--- src/rtl/toggle_sync_pkg.sv ---
// Shared types and helpers for the toggle-handshake request controller.
// Holds the FSM state encoding and the counter-width helper.
package toggle_sync_pkg;

    typedef enum logic [1:0] {
        IDLE     = 2'd0,
        WAIT_ACK = 2'd1,
        ERR      = 2'd2
    } tsc_state_t;

    // Bits needed to hold values 0..value-1, never less than one bit.
    function automatic int clog2_min1(input int value);
        int w;
        w = 0;
        for (int i = 0; i < 31; i++) begin
            if ((1 << i) < value) begin
                w = i + 1;
            end
        end
        return (w < 1) ? 1 : w;
    endfunction

endpackage : toggle_sync_pkg

--- src/rtl/sync_dff.sv ---
// Two-flop synchronizer bringing an asynchronous level into the clk domain.
// Reset is synchronous and active-low; both stages clear to zero.
module sync_dff #(
    parameter int WIDTH = 1
) (
    input  logic             clk,
    input  logic             rst_n,
    input  logic [WIDTH-1:0] d_i,
    output logic [WIDTH-1:0] q_o
);

    logic [WIDTH-1:0] meta_q;
    logic [WIDTH-1:0] sync_q;

    always_ff @(posedge clk) begin
        if (!rst_n) begin
            meta_q <= '0;
            sync_q <= '0;
        end else begin
            meta_q <= d_i;
            sync_q <= meta_q;
        end
    end

    assign q_o = sync_q;

endmodule : sync_dff

--- src/rtl/toggle_req_ctrl.sv ---
// Source-side sequencer for a toggle-handshake CDC: captures a word, flips
// req_tgl and waits for the far domain to echo it back on ack_tgl_async.
module toggle_req_ctrl
    import toggle_sync_pkg::*;
#(
    parameter int DATA_W  = 8,
    parameter int TIMEOUT = 255
) (
    input  logic              clk,
    input  logic              rst_n,
    input  logic              in_valid,
    output logic              in_ready,
    input  logic [DATA_W-1:0] in_data,
    output logic [DATA_W-1:0] xfer_data,
    output logic              req_tgl,
    input  logic              ack_tgl_async,
    output logic              busy,
    output logic              done_pulse,
    output logic              timeout_pulse
);

    localparam int              TO_W    = clog2_min1(TIMEOUT + 1);
    localparam logic [TO_W-1:0] TO_MAX  = TO_W'(TIMEOUT);
    localparam logic [TO_W-1:0] TO_LAST = TO_W'((TIMEOUT > 0) ? TIMEOUT - 1 : 0);

    tsc_state_t        state_q;
    logic              req_tgl_q;
    logic [DATA_W-1:0] xfer_data_q;
    logic              done_q;
    logic              timeout_q;
    logic [TO_W-1:0]   cnt_q;

    logic ack_sync;
    logic match;

    sync_dff #(
        .WIDTH (1)
    ) u_ack_sync (
        .clk   (clk),
        .rst_n (rst_n),
        .d_i   (ack_tgl_async),
        .q_o   (ack_sync)
    );

    // The handshake is balanced whenever the echoed toggle equals our request.
    assign match    = (ack_sync == req_tgl_q);
    assign in_ready = (state_q == IDLE) && match;
    assign busy     = (state_q != IDLE);

    // NOTE: every register here is sequential state, so only non-blocking
    // assignments are used; the pulses default low and are set for one cycle.
    always_ff @(posedge clk) begin
        if (!rst_n) begin
            state_q     <= IDLE;
            req_tgl_q   <= 1'b0;
            xfer_data_q <= '0;
            done_q      <= 1'b0;
            timeout_q   <= 1'b0;
            cnt_q       <= '0;
        end else begin
            done_q    <= 1'b0;
            timeout_q <= 1'b0;
            case (state_q)
                IDLE: begin
                    if (in_valid && in_ready) begin
                        xfer_data_q <= in_data;
                        req_tgl_q   <= ~req_tgl_q;
                        cnt_q       <= '0;
                        state_q     <= WAIT_ACK;
                    end
                end
                WAIT_ACK: begin
                    if (cnt_q != TO_MAX) begin
                        cnt_q <= cnt_q + TO_W'(1);
                    end
                    // An ack arriving on the last counted cycle beats the timeout.
                    if (match) begin
                        done_q  <= 1'b1;
                        state_q <= IDLE;
                    end else if (TIMEOUT != 0 && cnt_q == TO_LAST) begin
                        timeout_q <= 1'b1;
                        state_q   <= ERR;
                    end
                end
                ERR: begin
                    if (match) begin
                        state_q <= IDLE;
                    end
                end
                default: begin
                    state_q <= IDLE;
                end
            endcase
        end
    end

    assign xfer_data     = xfer_data_q;
    assign req_tgl       = req_tgl_q;
    assign done_pulse    = done_q;
    assign timeout_pulse = timeout_q;

endmodule : toggle_req_ctrl
--- config.mk ---
export PLATFORM = sky130hd
export DESIGN_NAME = toggle_req_ctrl
export DESIGN_NICKNAME = d
export VERILOG_FILES = /design/src/rtl/toggle_sync_pkg.sv /design/src/rtl/sync_dff.sv /design/src/rtl/toggle_req_ctrl.sv
export SDC_FILE = /design/constraint.sdc
export NUM_CORES = 1
export LEC_CHECK = 0
export CAP_MARGIN = 0
export CORE_UTILIZATION = 35
export CTS_CLUSTER_SIZE = 20
export DETAILED_ROUTE_END_ITERATION = 10
export PLACE_DENSITY_LB_ADDON = 0.25
export SETUP_SLACK_MARGIN = 0.3
export SLEW_MARGIN = 0
export SYNTH_ARGS = -nofsm -noshare
export SYNTH_HDL_FRONTEND = slang
export SYNTH_SLANG_ARGS = --single-unit
--- constraint.sdc ---
create_clock -name clk -period 2.95 [get_ports clk]
set_input_delay 0.59 -clock clk [delete_from_list [all_inputs] [get_ports clk]]
set_output_delay 0.59 -clock clk [all_outputs]
set_load 0.1 [all_outputs]
==> metrics.yaml, run 1 <==
nNetsFinal: 142
clock_skew_ns: 0.001642
gr-total-overflow: 0
h-tree-depth: 1
critPathLaunchType: "flop"
diodes: 0
worstSetupPathType: "flop to primary output"
ff_type: "dfxtp_1"
crit_path_end: "in_ready"
run_status: "finished clean"
die_h_um: 55.11
fp-utilization: 0.3845
switching_share: 0.4216
p_int_w: 0.0004702
route.detailed.drc: 0
hold_slack_ns: 0.4558
numSynthFlops: 23
worst_pin_slew_ns: 0.4419
period_minus_slack_ns: 2.003
grt_max_degree: 15
end_kind: "primary output"
netlist-cell-type-count: 39
wl_met2_um: 852
ant_nets: 0
static-leakage-power_nw: 0.5236
cts_buffers: 3
n_tap_cell: 30
reg2reg_to: "xfer_data[5]"
clock-root-buffer: "clkbuf_4"
maxSlewHeadroom: 0.7052
rsz0062_at_grt: "no"
clock_latency_ns: 0.31
die_x_um: 55.11
logic_gate_count: 71
met3_length_um: 86
drt_wl_total_mm: 1.946
hold_violations: 0
comb_area_um2: 504.2
rr_worst_depth: 5
clkSinkCount: 23
reg2reg_slack_ns: 1.25
dp_hpwl_mm: 1.432
drive_above_1_share: 0.1811
final-clk-cell-share: 0.02087
combPwrFrac: 0.392
hold_buffers: 0
worstPathRequired_ns: 2.36
yosysWarnings: 0
ys_seq_share: 0.4664
syn_avg_cell_area_um2: 9.872
pwr-share-clk: 0.180
first_pass_iters: 4
num-nonclk-buffers: 25
hp-start: "u_ack_sync.meta_q"
vias_per_cell: 4.975
reg2reg_from: "state_q[1]"
post-cts-setup-buffers: 0
floorplan.nets: 114
grt_pass1_vias: 717
switchingPower_w: 0.0003427
drv_cap: 0
drt_iter0_markers: 10
holdPathEnd: "u_ack_sync.q_o"
nFillCells: 255
setup_viol: 0
max_freq_ghz: 0.4992
warnings: 27
flops: 23
common_cells: "dfxtp_1 (23), nor2_1 (15), mux2i_1 (9)"
final_cell_mix: "dfxtp_1 (23), nor2_1 (14), buf_4 (14)"
yosys_area_um2: 987.2
report.final.slew_viol_count: 0
ys_cells: 100
worstHoldPathType: "flop to flop"
timing.setup.tns_ns: 0
io-pin-count: 25
port_buffers: 24
area_delta_synth_final_pct: 27.50
irDropWorstVdd_mv: 0.5385
path_max_fanout: 6
die-area_mm2: 0.003037
whs_path_depth: 1
post-route-period-util: 0.6790
netlist_area_um2: 987.2
cts_tree: "yes"
edf_count: 0
cts_resized: 0
power_density_mw_per_mm2: 645.8
top_layer: "met4"
synthArstFlopShare: 0
antenna_found_initial: 0
clkTransAtPathRegs_ns: 0.12
clkbuf_count: 4
met1_length_um: 992
syn-instance-count: 100
seq_area_um2: 460.4
grt_pass1_wl_mm: 3.215
cp_data_arrival_time_ns: 1.41
inv_count: 4
most_common_cell: "dfxtp_1"
synth_area_leader_cell: "dfxtp_1"
critPathLaunch: "req_tgl"
synth_top_area_share: 0.4664
clockBufferDepth: 2
core-area_mm2: 0.002567
dominant_cells: "multi-input combinational cells"
nonClkBufAreaFrac: 0.1710
p_seq_frac: 0.429
-- run 1: through the flow --
step / setup WS (ns) / instances / total power [W] / instance area, um^2
final: 0.9468 / 157 / 0.0008129 / 1259
after global routing: 0.8813 / 157 / 0.0008493 / 1259
after CTS: 0.9330 / 157 / 0.0008230 / 1259
after detailed placement: 0.7526 / 153 / 0.0006737 / 1232
after global placement: 0.7534 / 153 / 0.0006727 / 1232
after floorplan: 0.5214 / 100 / 0.0006080 / 994.7
-- run 1: registers in the layout (all words and copies together) (netlist names) --
signal             cells
state_q                2
done_pulse             1
timeout_pulse          1
u_ack_sync.meta_q      1
req_tgl                1
cnt_q                  8
xfer_data              8
u_ack_sync.q_o         1
-- run 1: cells by family after synthesis --
| group | Yosys count | synth area share |
|---|---|---|
| flip-flops | 23 | 0.4664 |
| AND/OR/NAND/NOR | 41 | 0.2320 |
| buffers and inverters | 6 | 0.03041 |
| adder cells (fa/ha/maj) | 2 | 0.02534 |
| AND-OR/OR-AND | 16 | 0.1204 |
| multiplexers | 9 | 0.09126 |
| XOR/XNOR | 3 | 0.03423 |
-- run 1: layer usage --
metal	global-route usage	vias up
li1	-	410
met2	0.2269	17
met4	0.03750	0
met3	0.05738	2
met5	0	-
met1	0.2073	352
-- run 1: power by group through the flow --
stage | combinational (W) | clock, W | sequential [W]
6_report | 0.000318 | 0.000146 | 0.000349
5_1_grt | 0.000334 | 0.000164 | 0.000351
4_1_cts | 0.000320 | 0.000155 | 0.000349
3_5_place_dp | 0.000319 | 0 | 0.000355
3_3_place_gp | 0.000318 | 0 | 0.000355
2_1_floorplan | 0.000141 | 0 | 0.000467
-- run 1: critical path, cell delays in order, from the launching register on --
cell	delay, ns
dfxtp_1	0.43
xor2_2	0.40
nor2_4	0.03
buf_4	0.24
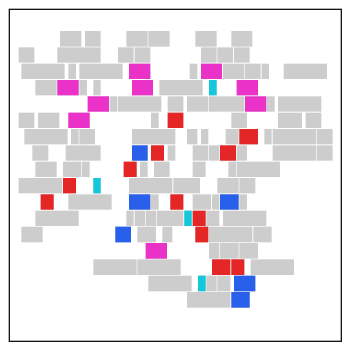
**Above:** run 1 (logic cells by family).
Drawn at 6 px/um.
| color | family | cells | most used |
|---|---|---|---|
| red | and/or cells | 12 | and3_1 |
| cyan | inv cells | 4 | inv_1 |
| blue | non-inverting ao/oa cells | 6 | o21a_1 |
| magenta | mux cells | 9 | mux2i_1 |
Comb area share: 0.4006
dominant logic cell type in the layout: dfxtp_1
Non-Filler Instances: 157

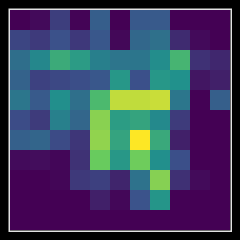
**Above:** run 1 (routed metal per tile).
Drawn at 4 px/um. 11 x 11 tiles, from dark purple (low) to yellow (high), scaled to the fullest tile. Values are wire area over tile area, all layers added.
emptiest ninth of the die: bottom left
tiles over half the peak: 18%
mean over tiles: 0.10
densest ninth of the die: middle
nearly empty tiles: 31%
via count: 781
Routed wire per std cell: 12.39 um
Total GRT Usage: 0.1527

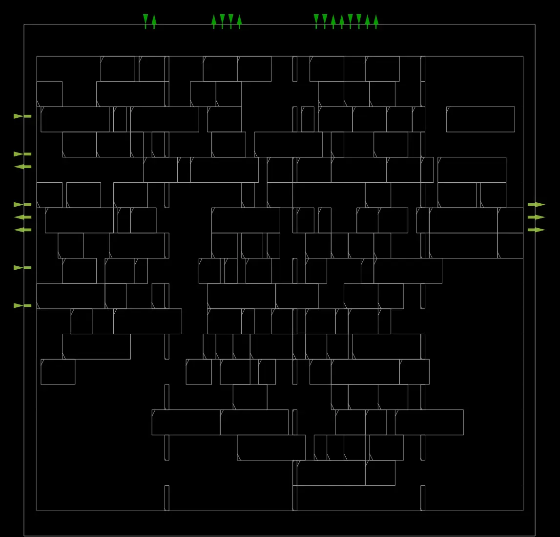
**Above:** run 1 (placed standard cells).
fraction of area in registers: 0.3658
Finished Core Util: 0.4903

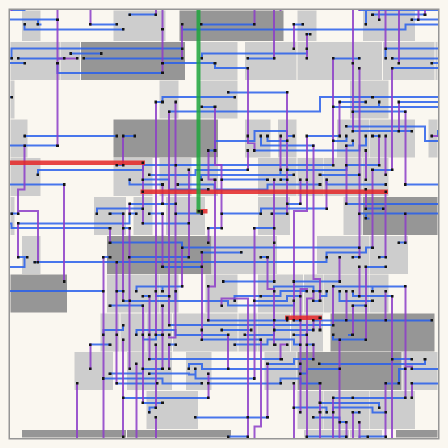
**Above:** run 1 (close-up of the layout).
Region (13, 13) to (43, 43) um. Cells in gray, sequential cells in the stronger gray; small squares are vias.
| color | layer |
|---|---|
| green | M4 |
| purple | M2 |
| blue | M1 |
| red | M3 |
cells with their middle in the window: 64
most frequent: dfxtp_1 (8), nor2_1 (6), mux2i_1 (5)
netlist names of flops here include: cnt_q (3), state_q (2), xfer_data (2)
sequential cells in the window: 8

==> run 1 -> run 2 <==
==> constraint.sdc (replaced) <==
create_clock -name clk -period 1.8 [get_ports clk]
set_input_delay 0.36 -clock clk [delete_from_list [all_inputs] [get_ports clk]]
set_output_delay 0.36 -clock clk [all_outputs]
set_load 0.1 [all_outputs]
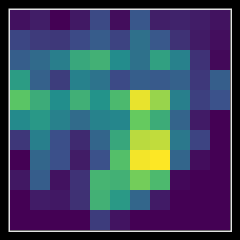
**Above:** run 2 (routed metal per tile).
Drawn at 4 px/um. 11 x 11 tiles, from dark purple (low) to yellow (high), scaled to the fullest tile. Values are wire area over tile area, all layers added.
tiles over half the peak: 22%
nearly empty tiles: 17%
mean over tiles: 0.12
densest ninth of the die: middle
fullest tile: 0.39

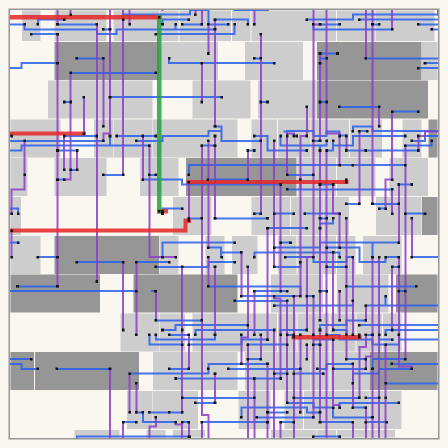
**Above:** run 2 (close-up of the layout).
Region (13, 13) to (43, 43) um. Cells in gray, sequential cells in the stronger gray; small squares are vias.
| color | layer |
|---|---|
| purple | M2 |
| blue | M1 |
| green | M4 |
| red | M3 |
most frequent: nor2_1 (7), dfxtp_1 (7), buf_4 (6)
sequential cells in the window: 9
netlist names of flops here include: cnt_q (4), state_q (2), xfer_data (2)
cells with their middle in the window: 71

==> run 2 against run 1 <==
Net effect: final cell count is 8.9% higher; sequential share of layout area is 7.0 points lower; register-to-register slack worse by 0.98 ns; power is 90% higher; area after synthesis stayed put; die area stayed put; largest power group is now combinational logic; sequential power is 67% higher; hold slack better by 0.0053 ns.
==> metrics.yaml, run 2 <==
hold_violations: 0  # unchanged
synthArstFlopShare: 0  # unchanged
met3_length_um: 115  # +34%
max_freq_ghz: 0.6339
cp_data_arrival_time_ns: 1.22  # -0.19 ns
synth_top_area_share: 0.4664  # unchanged
clkSinkCount: 23  # unchanged
synthAdderAreaFrac: 0.02535  # unchanged
synth_area_leader_cell: "dfxtp_1"
cpLargestDelayFamily: "simple AND/OR/NAND/NOR gates"
common_cells: "dfxtp_1 (23), nor2_1 (15), mux2i_1 (9)"
grt_use_total: 0.1640  # +0.01130
end_kind: "primary output"
comb_area_um2: 541.8  # +7.4%
top_layer: "met4"
most_common_cell: "dfxtp_1"
maxSlewHeadroom: 0.8206  # +0.1154
whs_path_depth: 1  # unchanged
ys_cells: 100  # unchanged
synth-compound-area-share: 0.1204  # unchanged
hp-start: "u_ack_sync.meta_q"
port_buffers: 24  # unchanged
die-area_mm2: 0.003037  # unchanged
syn_avg_cell_area_um2: 9.872  # unchanged
path_buffers: 1  # unchanged
worstHoldPathType: "flop to flop"
numSynthFlops: 23  # unchanged
grt_pass1_vias: 777  # +8.4%
synthMuxAreaShare: 0.09125  # unchanged
cp_cell_sequence: "or2_4 -> nor2_4 -> buf_12"
synth-xor-area-share: 0.03422  # unchanged
reg2reg_to: "cnt_q[7]"
cts_buffers: 3  # unchanged
diodes: 0  # unchanged
worst_pin_slew_ns: 0.2684  # -0.1734 ns
dp_hpwl_mm: 1.617  # +13%
netlist_area_um2: 987.2  # unchanged
ys_seq_share: 0.4664  # unchanged
lay_top_count: "dfxtp_1"
top_logic_kind: "simple AND/OR/NAND/NOR gates"
drt_wl_total_mm: 2.239  # +15%
clock_latency_ns: 0.31  # about the same
grt_pass1_wl_mm: 3.450  # +7.3%
power_density_mw_per_mm2: 971.2  # +50%
syn-instance-count: 100  # unchanged
run_status: "finished clean"
wl_met2_mm: 1.114  # +31%
period_minus_slack_ns: 1.577
yosys_area_um2: 987.2  # unchanged
cts_tree: "yes"
path_max_fanout: 3  # -3
io-pin-count: 25  # unchanged
edf_count: 0  # unchanged
critPathMaxStageDelay_ns: 0.34  # -0.09 ns
h-tree-depth: 1  # unchanged
hold_slack_ns: 0.4610  # +0.005272 ns
route.detailed.drc: 0  # unchanged
timing.setup.tns_ns: 0  # unchanged
detail_route.wl_per_cell_um: 13.09  # +5.6%
clkTransAtPathRegs_ns: 0.12  # about the same
post-route-period-util: 0.8764
vias_per_cell: 5.006  # +0.63%
yosysWarnings: 0  # unchanged
simple_gate_share: 0.2319  # unchanged
ant_nets: 0  # unchanged
gr-total-overflow: 0  # unchanged
die_h_um: 55.11  # unchanged
setup_viol: 0  # unchanged
core-area_mm2: 0.002567  # unchanged
reg2reg_slack_ns: 0.27  # -0.98 ns
report.final.slew_viol_count: 0  # unchanged
finish.utilization: 0.6209  # +0.1306
vias: 856  # +9.6%
holdPathEnd: "u_ack_sync.q_o"
cp_num_cells: 3  # unchanged
grt_max_degree: 13  # -2
critPathLaunchType: "flop"
rsz0062_at_grt: "yes"
fp-utilization: 0.3845  # unchanged
netlist-cell-type-count: 39  # unchanged
[run 2: cell types whose count changed in the layout (fill, tap and decap cells not counted), moves of 2 or more]
cell	delta
buf_12	+13
buf_6	+5
dfxtp_1	-5
buf_4	-4
dfxtp_2	+3
dfxtp_4	+2
[run 2: timing repair]
action / 4_1_cts / 5_1_grt
hold buffers: 0 / 0
pin swaps: 2 / 5
buffers inserted: 3 / 6
endpoints found under the setup margin: 8 / 15
gates cloned: 0 / 1
gates resized: 6 / 10
[run 2: report_power, final]
| group | switching [W] | internal, W |
|---|---|---|
| clock network | 0.000149 | 0.0000864 |
| registers | 0.0000373 | 0.000547 |
| logic | 0.000421 | 0.000308 |
| total | 0.000607 | 0.000941 |
[run 2: final cells by class]
cell class | instances | area share
Multi-Input combinational cell | 71 | 0.3399
Clock buffer | 4 | 0.01648
Inverter | 4 | 0.009419
Sequential cell | 23 | 0.2959
Tap cell | 30 | 0.02355
Timing Repair Buffer | 39 | 0.3148
[run 2: layer usage]
metal | up-vias | GRT usage
li1 | 437 | -
met1 | 394 | 0.1954
met2 | 23 | 0.2751
met3 | 2 | 0.06284
met4 | 0 | 0.04167
met5 | - | 0
[run 2: worst max path at each step]
stage                    start           end  slack [ns]
finish              state_q[0]      in_ready        0.22
floorplan              req_tgl      in_ready        0.21
CTS                 state_q[1]      in_ready        0.21
global route        state_q[0]      in_ready        0.15
global placement      in_valid  xfer_data[3]        0.11
detailed placement    in_valid  xfer_data[3]        0.07
[run 2: through the flow]
stage          setup slack (ns)  area, um^2  cells
2_1_floorplan            0.2116        1011    100
3_3_place_gp             0.1142        1441    157
3_5_place_dp            0.07418        1441    157
4_1_cts                  0.2082        1506    164
5_1_grt                  0.1543        1594    171
6_report                 0.2226        1594    171
Power is estimated from default activity; no workload was simulated.
